**Met3 routing**

The bar under the picture is 20 um long.
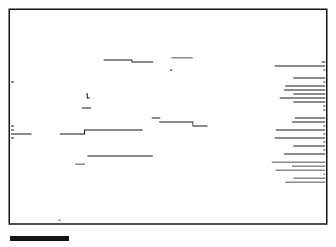
**M2 wires**

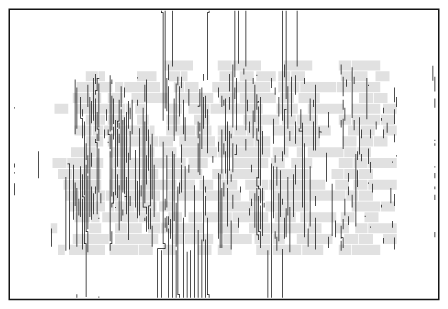
**Routing congestion**

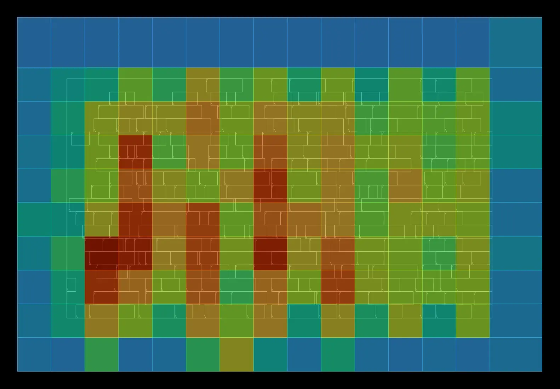
### src/rtl/sb_cfg_pkg.sv
// Shared types and helpers for the switch-block configurable mux array.
package sb_cfg_pkg;

  // Configuration state machine encoding.
  typedef enum logic [1:0] {
    ST_IDLE   = 2'd0,
    ST_LOAD   = 2'd1,
    ST_HOLD   = 2'd2,
    ST_ACTIVE = 2'd3
  } cfg_state_t;

  // Select width for an n-input mux; never narrower than one bit.
  function automatic int sel_width(input int n);
    return (n <= 2) ? 1 : $clog2(n);
  endfunction

endpackage

### src/rtl/sb_cfg_mux.sv
// One routing mux: picks i_in[i_sel], drives 0 for unused select codes
// and whenever no configuration has been committed yet.
module sb_cfg_mux
  import sb_cfg_pkg::*;
#(
  parameter int MUX_SIZE = 2,
  parameter int SEL_W    = 1
) (
  input  logic [MUX_SIZE-1:0] i_in,
  input  logic [SEL_W-1:0]    i_sel,
  input  logic                i_valid,
  output logic                o_out
);

  // Decoded select; codes at or above MUX_SIZE match no input and fall to 0.
  always_comb begin
    o_out = 1'b0;
    for (int j = 0; j < MUX_SIZE; j++) begin
      if (i_valid && (int'(i_sel) == j)) begin
        o_out = i_in[j];
      end
    end
  end

endmodule

### src/rtl/sb_cfg_mux_array.sv
// Configurable routing-mux array with a double-buffered configuration chain.
// Bits shift serially through a shadow register; a length-checked commit
// copies the shadow into the active register that drives the muxes, so the
// routing path never sees a partially loaded configuration.
//
// Handshake: ccff_en high shifts exactly one bit (ccff_head) on that edge.
// cfg_commit is a one-cycle pulse; it succeeds only when exactly CFG_BITS
// bits have been shifted since the last commit/reset and ccff_en is low.
module sb_cfg_mux_array
  import sb_cfg_pkg::*;
#(
  parameter int N_MUX    = 18,
  parameter int MUX_SIZE = 2
) (
  input  logic                      prog_clk,
  input  logic                      pReset,
  input  logic                      ccff_head,
  input  logic                      ccff_en,
  input  logic                      cfg_commit,
  input  logic [N_MUX*MUX_SIZE-1:0] mux_in,
  output logic [N_MUX-1:0]          mux_out,
  output logic                      ccff_tail,
  output logic                      cfg_valid,
  output logic                      cfg_err
);

  localparam int SEL_W    = sel_width(MUX_SIZE);
  localparam int CFG_BITS = N_MUX * SEL_W;
  localparam int CNT_W    = $clog2(CFG_BITS + 2);

  // Exact length for a good commit, and the saturation value marking overshift.
  localparam logic [CNT_W-1:0] CNT_FULL = CNT_W'(CFG_BITS);
  localparam logic [CNT_W-1:0] CNT_SAT  = CNT_W'(CFG_BITS + 1);

  logic [CFG_BITS-1:0] r_shadow;
  logic [CFG_BITS-1:0] r_active;
  logic [CNT_W-1:0]    r_cnt;
  logic                r_cfg_valid;
  logic                r_cfg_err;
  cfg_state_t          r_state;
  cfg_state_t          w_state_nxt;
  logic [CFG_BITS-1:0] w_shadow_shift;
  logic                w_commit_ok;

  // A one-bit chain has no upper slice to keep, so it degenerates to a flop.
  generate
    if (CFG_BITS == 1) begin : g_chain_one
      assign w_shadow_shift = ccff_head;
    end else begin : g_chain_many
      assign w_shadow_shift = {r_shadow[CFG_BITS-2:0], ccff_head};
    end
  endgenerate

  assign w_commit_ok = cfg_commit && !ccff_en && (r_cnt == CNT_FULL);

  // Shadow chain: one bit in at the LSB per enabled cycle, MSB feeds the tail.
  always_ff @(posedge prog_clk or negedge pReset) begin
    if (!pReset) begin
      r_shadow <= '0;
    end else if (ccff_en) begin
      r_shadow <= w_shadow_shift;
    end
  end

  // Shift counter; any commit clears it, including one that races a shift.
  always_ff @(posedge prog_clk or negedge pReset) begin
    if (!pReset) begin
      r_cnt <= '0;
    end else if (cfg_commit) begin
      r_cnt <= '0;
    end else if (ccff_en && (r_cnt != CNT_SAT)) begin
      r_cnt <= r_cnt + CNT_W'(1);
    end
  end

  // Commit outcome: good commits swap in the shadow, bad ones only flag.
  always_ff @(posedge prog_clk or negedge pReset) begin
    if (!pReset) begin
      r_active    <= '0;
      r_cfg_valid <= 1'b0;
      r_cfg_err   <= 1'b0;
    end else if (cfg_commit) begin
      if (w_commit_ok) begin
        r_active    <= r_shadow;
        r_cfg_valid <= 1'b1;
        r_cfg_err   <= 1'b0;
      end else begin
        r_cfg_err   <= 1'b1;
      end
    end
  end

  // Next state; a failed commit returns to whichever resting state preceded
  // the load, which is ACTIVE exactly when a configuration is already live.
  always_comb begin
    w_state_nxt = r_state;
    if (cfg_commit) begin
      if (w_commit_ok || r_cfg_valid) begin
        w_state_nxt = ST_ACTIVE;
      end else begin
        w_state_nxt = ST_IDLE;
      end
    end else begin
      case (r_state)
        ST_IDLE:   if (ccff_en)  w_state_nxt = ST_LOAD;
        ST_LOAD:   if (!ccff_en) w_state_nxt = ST_HOLD;
        ST_HOLD:   if (ccff_en)  w_state_nxt = ST_LOAD;
        ST_ACTIVE: if (ccff_en)  w_state_nxt = ST_LOAD;
        default:                 w_state_nxt = ST_IDLE;
      endcase
    end
  end

  // State register.
  always_ff @(posedge prog_clk or negedge pReset) begin
    if (!pReset) begin
      r_state <= ST_IDLE;
    end else begin
      r_state <= w_state_nxt;
    end
  end

  assign ccff_tail = r_shadow[CFG_BITS-1];
  assign cfg_valid = r_cfg_valid;
  assign cfg_err   = r_cfg_err;

  // Routing muxes, each reading its own select field of the active register.
  generate
    for (genvar g = 0; g < N_MUX; g++) begin : g_mux
      sb_cfg_mux #(
        .MUX_SIZE (MUX_SIZE),
        .SEL_W    (SEL_W)
      ) u_mux (
        .i_in    (mux_in[g*MUX_SIZE +: MUX_SIZE]),
        .i_sel   (r_active[g*SEL_W +: SEL_W]),
        .i_valid (r_cfg_valid),
        .o_out   (mux_out[g])
      );
    end
  endgenerate

endmodule

### config.mk
export PLATFORM = sky130hd
export DESIGN_NAME = sb_cfg_mux_array
export DESIGN_NICKNAME = d
export VERILOG_FILES = /design/src/rtl/sb_cfg_pkg.sv /design/src/rtl/sb_cfg_mux.sv /design/src/rtl/sb_cfg_mux_array.sv
export SDC_FILE = /design/constraint.sdc
export NUM_CORES = 1
export LEC_CHECK = 0
export CORE_ASPECT_RATIO = 0.6
export CORE_MARGIN = 10
export CORE_UTILIZATION = 48
export CTS_CLUSTER_DIAMETER = 200
export DETAILED_ROUTE_END_ITERATION = 16
export PLACE_DENSITY_LB_ADDON = 0.1
export RECOVER_POWER = 50
export SLEW_MARGIN = 5
export SYNTH_ARGS = -nofsm -noshare
export SYNTH_HDL_FRONTEND = slang
export SYNTH_SLANG_ARGS = --single-unit
### constraint.sdc
create_clock -name prog_clk -period 1.8 [get_ports prog_clk]
set_clock_uncertainty 0.15 [all_clocks]
set_input_delay 0.36 -clock prog_clk [delete_from_list [all_inputs] [get_ports prog_clk]]
set_output_delay 0.36 -clock prog_clk [all_outputs]
set_load 0.05 [all_outputs]
==> CHANGELOG.md <==
### Metrics

- Run status: finished clean
- Comb pwr: 0.000383 W
- Routed wl met3: 356 um
- Synth Area per Inst: 13.46 um^2
- Largest net degree at the start of global routing: 44
- Via/cell ratio: 5.007
- Chip width: 107.3 um
- RR Startpoint: r_cnt[0]$_DFFE_PN0P_
- Htree depth: 2
- Mux contribution to synthesized area: 29.76%
- Area fraction in xor and xnor cells: 0.7982%
- Cell-internal power: 0.001773 W
- Total Routing Usage GR: 13.96%
- Fraction of area in registers: 34.54%
- Aoi share: 2.166%
- Final Hold Vio Count: 0
- Most frequent cell after synthesis: dfrtp_1
- Crit-path slowest cell: clkdlybuf4s50_1
- Net switching power: 0.0006407 W
- CP endpoint kind: output port
- Logic area: 973.4 um^2
- Fp util: 51.56%
- Post-CTS Resized: 4
- Initial antenna violation count: 0
- Final Power: 0.002414 W
- Hold_sp: cfg_err$_DFFE_PN0P_
- Worst hold path class: flop to flop
- Grt ovf: 0
- Final Cell Area: 3115 um^2
- GP Congestion: 0.7016
- ClkCell Share: 3.614%
- Worst setup SP type: primary input
- CP delay by family, top: buffers and inverters
- Setup TNS: 0 ns
- Unique cell type count in the Yosys netlist: 26
- Die Y-Extent: 72.38 um
- Reg2Reg Depth: 6
- Top cells, area: dfrtp_1 (49%), mux2_4 (12%), mux2_2 (9.2%)
- Non-clock buffers: 69
- Synthesis area per yosys: 2195 um^2
- Setup CP Type: primary input to output port
- Sequential Power: 0.00127 W
- Area leader share: 49.03%
- Worst-Margin Slew: 0.9167 ns
- Cts hold-fix bufs: 1
- Largest registers: r_active: 18 flops, r_shadow: 18 flops, r_cnt: 5 flops
- Net Sw Frac: 26.54%
- Fraction of registers with async set/reset: 100.0%
- Top Metal Used: met4
- Fill cell count: 287
- Commonest Layout Cell: dfrtp_1
- Biggest Area Class: flip-flops and latches
- Syn Inst Count: 163
- Critical Path Stages: 4
- Combinational power share: 15.9%
- Yosys top cell by area: dfrtp_1
- Global-route wire length before repair: 8.493 mm
- Worst R2R End: r_active[0]$_DFFE_PN0P_
- DP Worst Slack: -0.1549 ns
- EDFF count, synth: 0
- Sequential Power Share: 52.4%
- First drt pass iteration count: 4
- Synth Seq Share: 49.03%
- Post-Syn Nets: 206
- Metal-1 WL: 2.307 mm
- Final Max Tran Viols: 0
- DR WL met2: 2.491 mm
- Slew HR: 38.89%
- TritonCTS Buffers: 5
- Clock power frac: 31.7%
- AND/OR/NAND/NOR Cells, Area Fraction: 8.438%
- Boundary Pins: 62
- Final WS setup: 0.02469 ns
- Clock buffer count: 5
- CP Data Required Time: 1.29 ns
- Adder share: 1.140%
- # placed instances: 267
- Post-layout minimum cycle time: 1.775 ns
- Met1 usage: 16.32%
- Final setup violation count: 0
- Share of post-route cells with drive strength above 1: 43.06%
Notes on 'met3 routing' above:
main direction: horizontal
wire length on this layer: 356 um
grt met3 use: 5.379%
total wire length: 5.234 mm
via count: 1382

Notes on 'M2 wires' above:
main direction: vertical
nets with wire on the layer: 225
wire length on this layer: 2490 um
met2 Track Usage GR: 23.21%

Notes on 'routing congestion' above:
Final Core Density: 73.19%
DR WL/cell: 18.96 um
busiest metal layer after global routing: met2

Power is estimated from default activity; no workload was simulated.
